==> src/rtl/adc_readout_seq_pkg.sv <==
// Shared types for the ADC readout sequencer.
// Sample geometry and FSM state encoding.
package adc_readout_pkg;

    localparam int SAMPLE_W       = 12;
    localparam int BYTES_PER_PAIR = 3;

    typedef enum logic [2:0] {
        IDLE,
        FETCH,
        LATCH,
        READY,
        DONE
    } readout_state_t;

endpackage

==> src/rtl/adc_readout_seq_if.sv <==
// Sample FIFO read port seen by the readout sequencer.
// master = sequencer side, slave = FIFO side.
interface adc_readout_seq_if
    import adc_readout_pkg::*;
#(
    parameter int W = SAMPLE_W
);
    logic         fifo_empty;
    logic [W-1:0] fifo_dout;
    logic         fifo_rd_en;

    modport master (
        input  fifo_empty,
        input  fifo_dout,
        output fifo_rd_en
    );

    modport slave (
        output fifo_empty,
        output fifo_dout,
        input  fifo_rd_en
    );
endinterface

==> src/rtl/adc_readout_seq.sv <==
// Pulls samples from the ADC FIFO and packs them into a byte
// stream (8-bit or 12-bit packed) for the USB data register.
module adc_readout_seq
    import adc_readout_pkg::*;
#(
    parameter int pSAMPLE_WIDTH = 12,
    parameter int pCOUNT_WIDTH  = 20
) (
    input  logic                    clk_usb,
    input  logic                    reset,
    input  logic                    I_start,
    input  logic                    I_low_res,
    input  logic [pCOUNT_WIDTH-1:0] I_num_samples,
    adc_readout_seq_if.master       fifo,
    input  logic                    I_byte_req,
    output logic [7:0]              O_byte,
    output logic                    O_byte_valid,
    output logic                    O_busy,
    output logic                    O_done,
    output logic                    O_underflow
);

    readout_state_t state, state_n;

    logic [pSAMPLE_WIDTH-1:0] dout;
    logic [pCOUNT_WIDTH-1:0]  remaining;
    logic                     low_res;
    logic                     phase;
    logic                     stash_pend;
    logic                     final_byte;
    logic [3:0]               nib;
    logic [7:0]               stash;
    logic                     start_ok;
    logic                     nib_pend;
    logic                     rem_zero;

    assign dout     = fifo.fifo_dout;
    assign start_ok = I_start && (state == IDLE || state == DONE);
    // phase=1 means a low nibble is held waiting for its partner sample
    assign nib_pend = !low_res && phase;
    assign rem_zero = (remaining == '0);

    always_ff @(posedge clk_usb) begin
        if (reset) state <= IDLE;
        else       state <= state_n;
    end

    always_comb begin
        state_n = state;
        unique case (state)
            IDLE, DONE: begin
                if (I_start)
                    state_n = (I_num_samples == '0) ? DONE : FETCH;
            end
            FETCH: begin
                if (!fifo.fifo_empty) state_n = LATCH;
            end
            LATCH: state_n = READY;
            READY: begin
                if (I_byte_req && !stash_pend) begin
                    if (final_byte)    state_n = DONE;
                    else if (!rem_zero) state_n = FETCH;
                    else if (!nib_pend) state_n = DONE;
                end
            end
            default: state_n = IDLE;
        endcase
    end

    always_comb begin
        fifo.fifo_rd_en = (state == FETCH) && !fifo.fifo_empty;
        O_byte_valid    = (state == READY);
        O_busy          = (state == FETCH) || (state == LATCH) ||
                          (state == READY);
        O_done          = (state == DONE);
    end

    always_ff @(posedge clk_usb) begin
        if (reset) begin
            remaining   <= '0;
            low_res     <= 1'b0;
            phase       <= 1'b0;
            stash_pend  <= 1'b0;
            final_byte  <= 1'b0;
            nib         <= 4'h0;
            stash       <= 8'h00;
            O_byte      <= 8'h00;
            O_underflow <= 1'b0;
        end else begin
            if (start_ok) begin
                low_res     <= I_low_res;
                remaining   <= I_num_samples;
                phase       <= 1'b0;
                stash_pend  <= 1'b0;
                final_byte  <= 1'b0;
                O_underflow <= 1'b0;
            end else if (I_byte_req && state != READY) begin
                O_underflow <= 1'b1;
            end

            if (state == LATCH) begin
                if (!rem_zero) remaining <= remaining - 1'b1;
                if (low_res) begin
                    O_byte <= dout[11:4];
                end else if (!phase) begin
                    O_byte <= dout[11:4];
                    nib    <= dout[3:0];
                    phase  <= 1'b1;
                end else begin
                    O_byte     <= {nib, dout[11:8]};
                    stash      <= dout[7:0];
                    stash_pend <= 1'b1;
                end
            end

            if (state == READY && I_byte_req) begin
                if (stash_pend) begin
                    O_byte     <= stash;
                    stash_pend <= 1'b0;
                    phase      <= 1'b0;
                end else if (!final_byte && nib_pend && rem_zero) begin
                    O_byte     <= {nib, 4'h0};
                    final_byte <= 1'b1;
                end
            end
        end
    end

endmodule
==> src/flat_wrapper.sv <==
// flat-port wrapper written by rule: the top's interface ports become plain ports
module adc_readout_seq_flat import adc_readout_pkg::*;
#(
    parameter int pSAMPLE_WIDTH = 12,
    parameter int pCOUNT_WIDTH  = 20
)
  (clk_usb, reset, I_start, I_low_res, I_num_samples, I_byte_req, O_byte, O_byte_valid, O_busy, O_done, O_underflow, fifo_fifo_empty, fifo_fifo_dout, fifo_fifo_rd_en);
  adc_readout_seq_if fifo_i ();
  input  logic clk_usb;
  input  logic reset;
  input  logic I_start;
  input  logic I_low_res;
  input  logic [pCOUNT_WIDTH-1:0] I_num_samples;
  input  logic I_byte_req;
  output logic [7:0] O_byte;
  output logic O_byte_valid;
  output logic O_busy;
  output logic O_done;
  output logic O_underflow;
  input wire logic [$bits(fifo_i.fifo_empty)-1:0] fifo_fifo_empty;
  input wire logic [$bits(fifo_i.fifo_dout)-1:0] fifo_fifo_dout;
  output wire logic [$bits(fifo_i.fifo_rd_en)-1:0] fifo_fifo_rd_en;
  assign fifo_i.fifo_empty = fifo_fifo_empty;
  assign fifo_i.fifo_dout = fifo_fifo_dout;
  assign fifo_fifo_rd_en = fifo_i.fifo_rd_en;
  adc_readout_seq #(.pSAMPLE_WIDTH(pSAMPLE_WIDTH), .pCOUNT_WIDTH(pCOUNT_WIDTH)) u_core (.clk_usb(clk_usb), .reset(reset), .I_start(I_start), .I_low_res(I_low_res), .I_num_samples(I_num_samples), .fifo(fifo_i), .I_byte_req(I_byte_req), .O_byte(O_byte), .O_byte_valid(O_byte_valid), .O_busy(O_busy), .O_done(O_done), .O_underflow(O_underflow));
endmodule
==> config.mk <==
export PLATFORM = sky130hd
export DESIGN_NAME = adc_readout_seq_flat
export DESIGN_NICKNAME = d
export VERILOG_FILES = /design/src/rtl/adc_readout_seq_pkg.sv /design/src/rtl/adc_readout_seq_if.sv /design/src/rtl/adc_readout_seq.sv /design/src/flat_wrapper.sv
export SDC_FILE = /design/constraint.sdc
export NUM_CORES = 1
export LEC_CHECK = 0
export ABC_AREA = 0
export CORE_ASPECT_RATIO = 1.4
export CORE_MARGIN = 2
export CORE_UTILIZATION = 40
export CTS_CLUSTER_SIZE = 10
export DETAILED_ROUTE_END_ITERATION = 6
export PLACE_DENSITY_LB_ADDON = 0.08
export REMOVE_ABC_BUFFERS = 1
export SLEW_MARGIN = 20
export SYNTH_ARGS = -nofsm -noshare
export SYNTH_HDL_FRONTEND = slang
export SYNTH_SLANG_ARGS = --single-unit
==> constraint.sdc <==
create_clock -name clk_usb -period 2.25 [get_ports clk_usb]
set_input_delay 0.5625 -clock clk_usb [delete_from_list [all_inputs] [get_ports clk_usb]]
set_output_delay 0.5625 -clock clk_usb [all_outputs]
set_load 0.01 [all_outputs]
### M1 wires

Bar = 20 µm. Cells faint in the background.
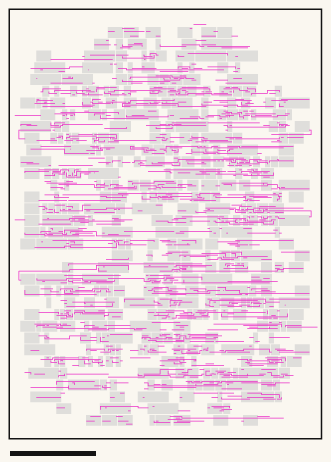
longest straight run = 30.8 µm
main direction = horizontal
share of all routed wire = 42%

### Metal 2

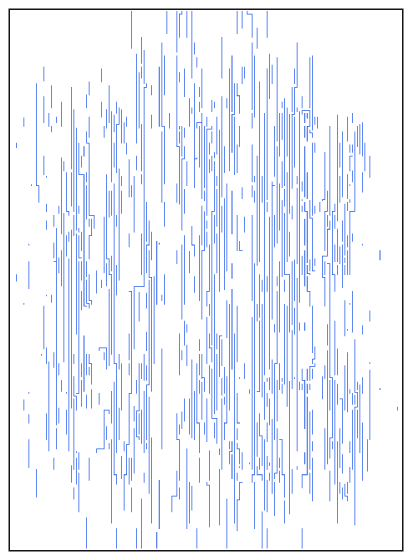
main direction = vertical
wire length on this layer = 4230 µm

### The metal 3 layer

Bar = 20 µm.
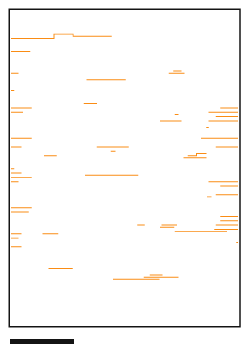
nets with wire on the layer = 50
wire length on this layer = 328 µm

### Cell sizes after repair

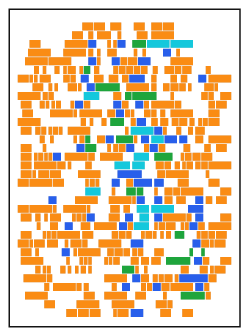
blue -> _3 and _4 cells  # cells 50, most used buf_4
green -> _2 cells  # cells 18, most used dfxtp_2
cyan -> _6 and larger  # cells 13, most used clkbuf_8
orange -> _0 and _1 cells  # cells 337, most used nand2_1

[kinds of logic after synthesis]
kind of cell               after synthesis  share of synthesized area [%]
buffers and inverters                   24                           4.17
adders and majority gates                1                          0.485
muxes                                    9                           3.54
AOI/OAI and AO/OA                       94                           24.2
DFF                                     48                           37.2
and+or+nand+nor                        158                           30.4
[synth_stat cells (2+ instances only)]
cell type	count
or3_1	10
nand2b_1	4
nand3_1	15
nand2_1	57
clkbuf_1	16
a221oi_1	3
nor3_1	4
a21oi_1	36
dfxtp_1	48
a221o_1	2
or4_1	5
o2bb2ai_1	2
buf_6	2
a41oi_1	2
a22oi_1	3
or2_2	3
a31oi_1	11
nor4_1	14
o311ai_0	2
mux2i_1	8
o21ai_0	8
nor3_2	2
a211oi_1	8
inv_1	4
nor2b_1	3
a32oi_1	2
nor3b_1	4
nor2_1	28
and2_1	2
o211ai_1	6
a211o_1	2
nand4_1	2
buf_2	2
[final cells by class]
cell class / count / area, µm²
fillers: 593 / 2550
multi-input cells: 262 / 1590
flip-flops and latches: 48 / 966
repair buffers: 96 / 908
well taps: 72 / 90.1
clock buffers: 5 / 68.8
clock inverters: 3 / 22.5
inverters: 4 / 15.0
[repair_timing]
action                     in CTS  in global routing
gates cloned                    0                  0
pin swaps                       2                  7
setup endpoints to repair      11                 14
resized                         9                 19
setup buffers                   0                  5
[placed cells by master, fill, tap and decap left out, drive strengths merged, types with 3 or more instances in the layout]
master and count:
nand2b 4, or4 5, or2 4, o21ai 9, nand3 15, buf 46
clkdlybuf4s50 48, nand2 57, clkbuf 5, o211ai 6, nor2 28, o311ai 3
a21oi 36, mux2i 8, or3 10, a211oi 8, nor4 14, a221oi 3
a31oi 11, nor3 6, a22oi 3, dfxtp 48, nor3b 4, nor2b 3
inv 5
==> Changelog: implementation <==
### Physical design

* Run status: finished clean
* Critical Path Fanout Max at 7
* Hold Startpoint: u_core.stash[4]$_SDFFE_PP0P_
* Yosys cell count at 334
* Clock Latency Late Sink at 310 ps
* All-layer global routing usage at 22.5%
* Seq share, synth at 37.2%
* Die width at 71.9 µm
* DR iter-0 viols at 175
* Hold slack final at 460 ps
* Syn. warnings at 0
* Worst slack, placed at -91.2 ps
* Fin util at 58.9%
* Routability cong. at 0.802
* Busiest grt layer: met2
* Cell Type Count at 47
* Clk buf depth at 2
* Post-route DRC at 0
* Slowest CP cell: or4b_4
* Kind of critical path: reg2reg
* Final total negative setup slack at 0 ps
* Tool Warnings at 27
* Combinational share of power at 37.8%
* DR vias/cell at 5.76
* Met1 Usage GRT at 27.8%
* Init Core Util at 41.5%
* Top Layer Used: met4
Power and IR drop assume default switching activity.
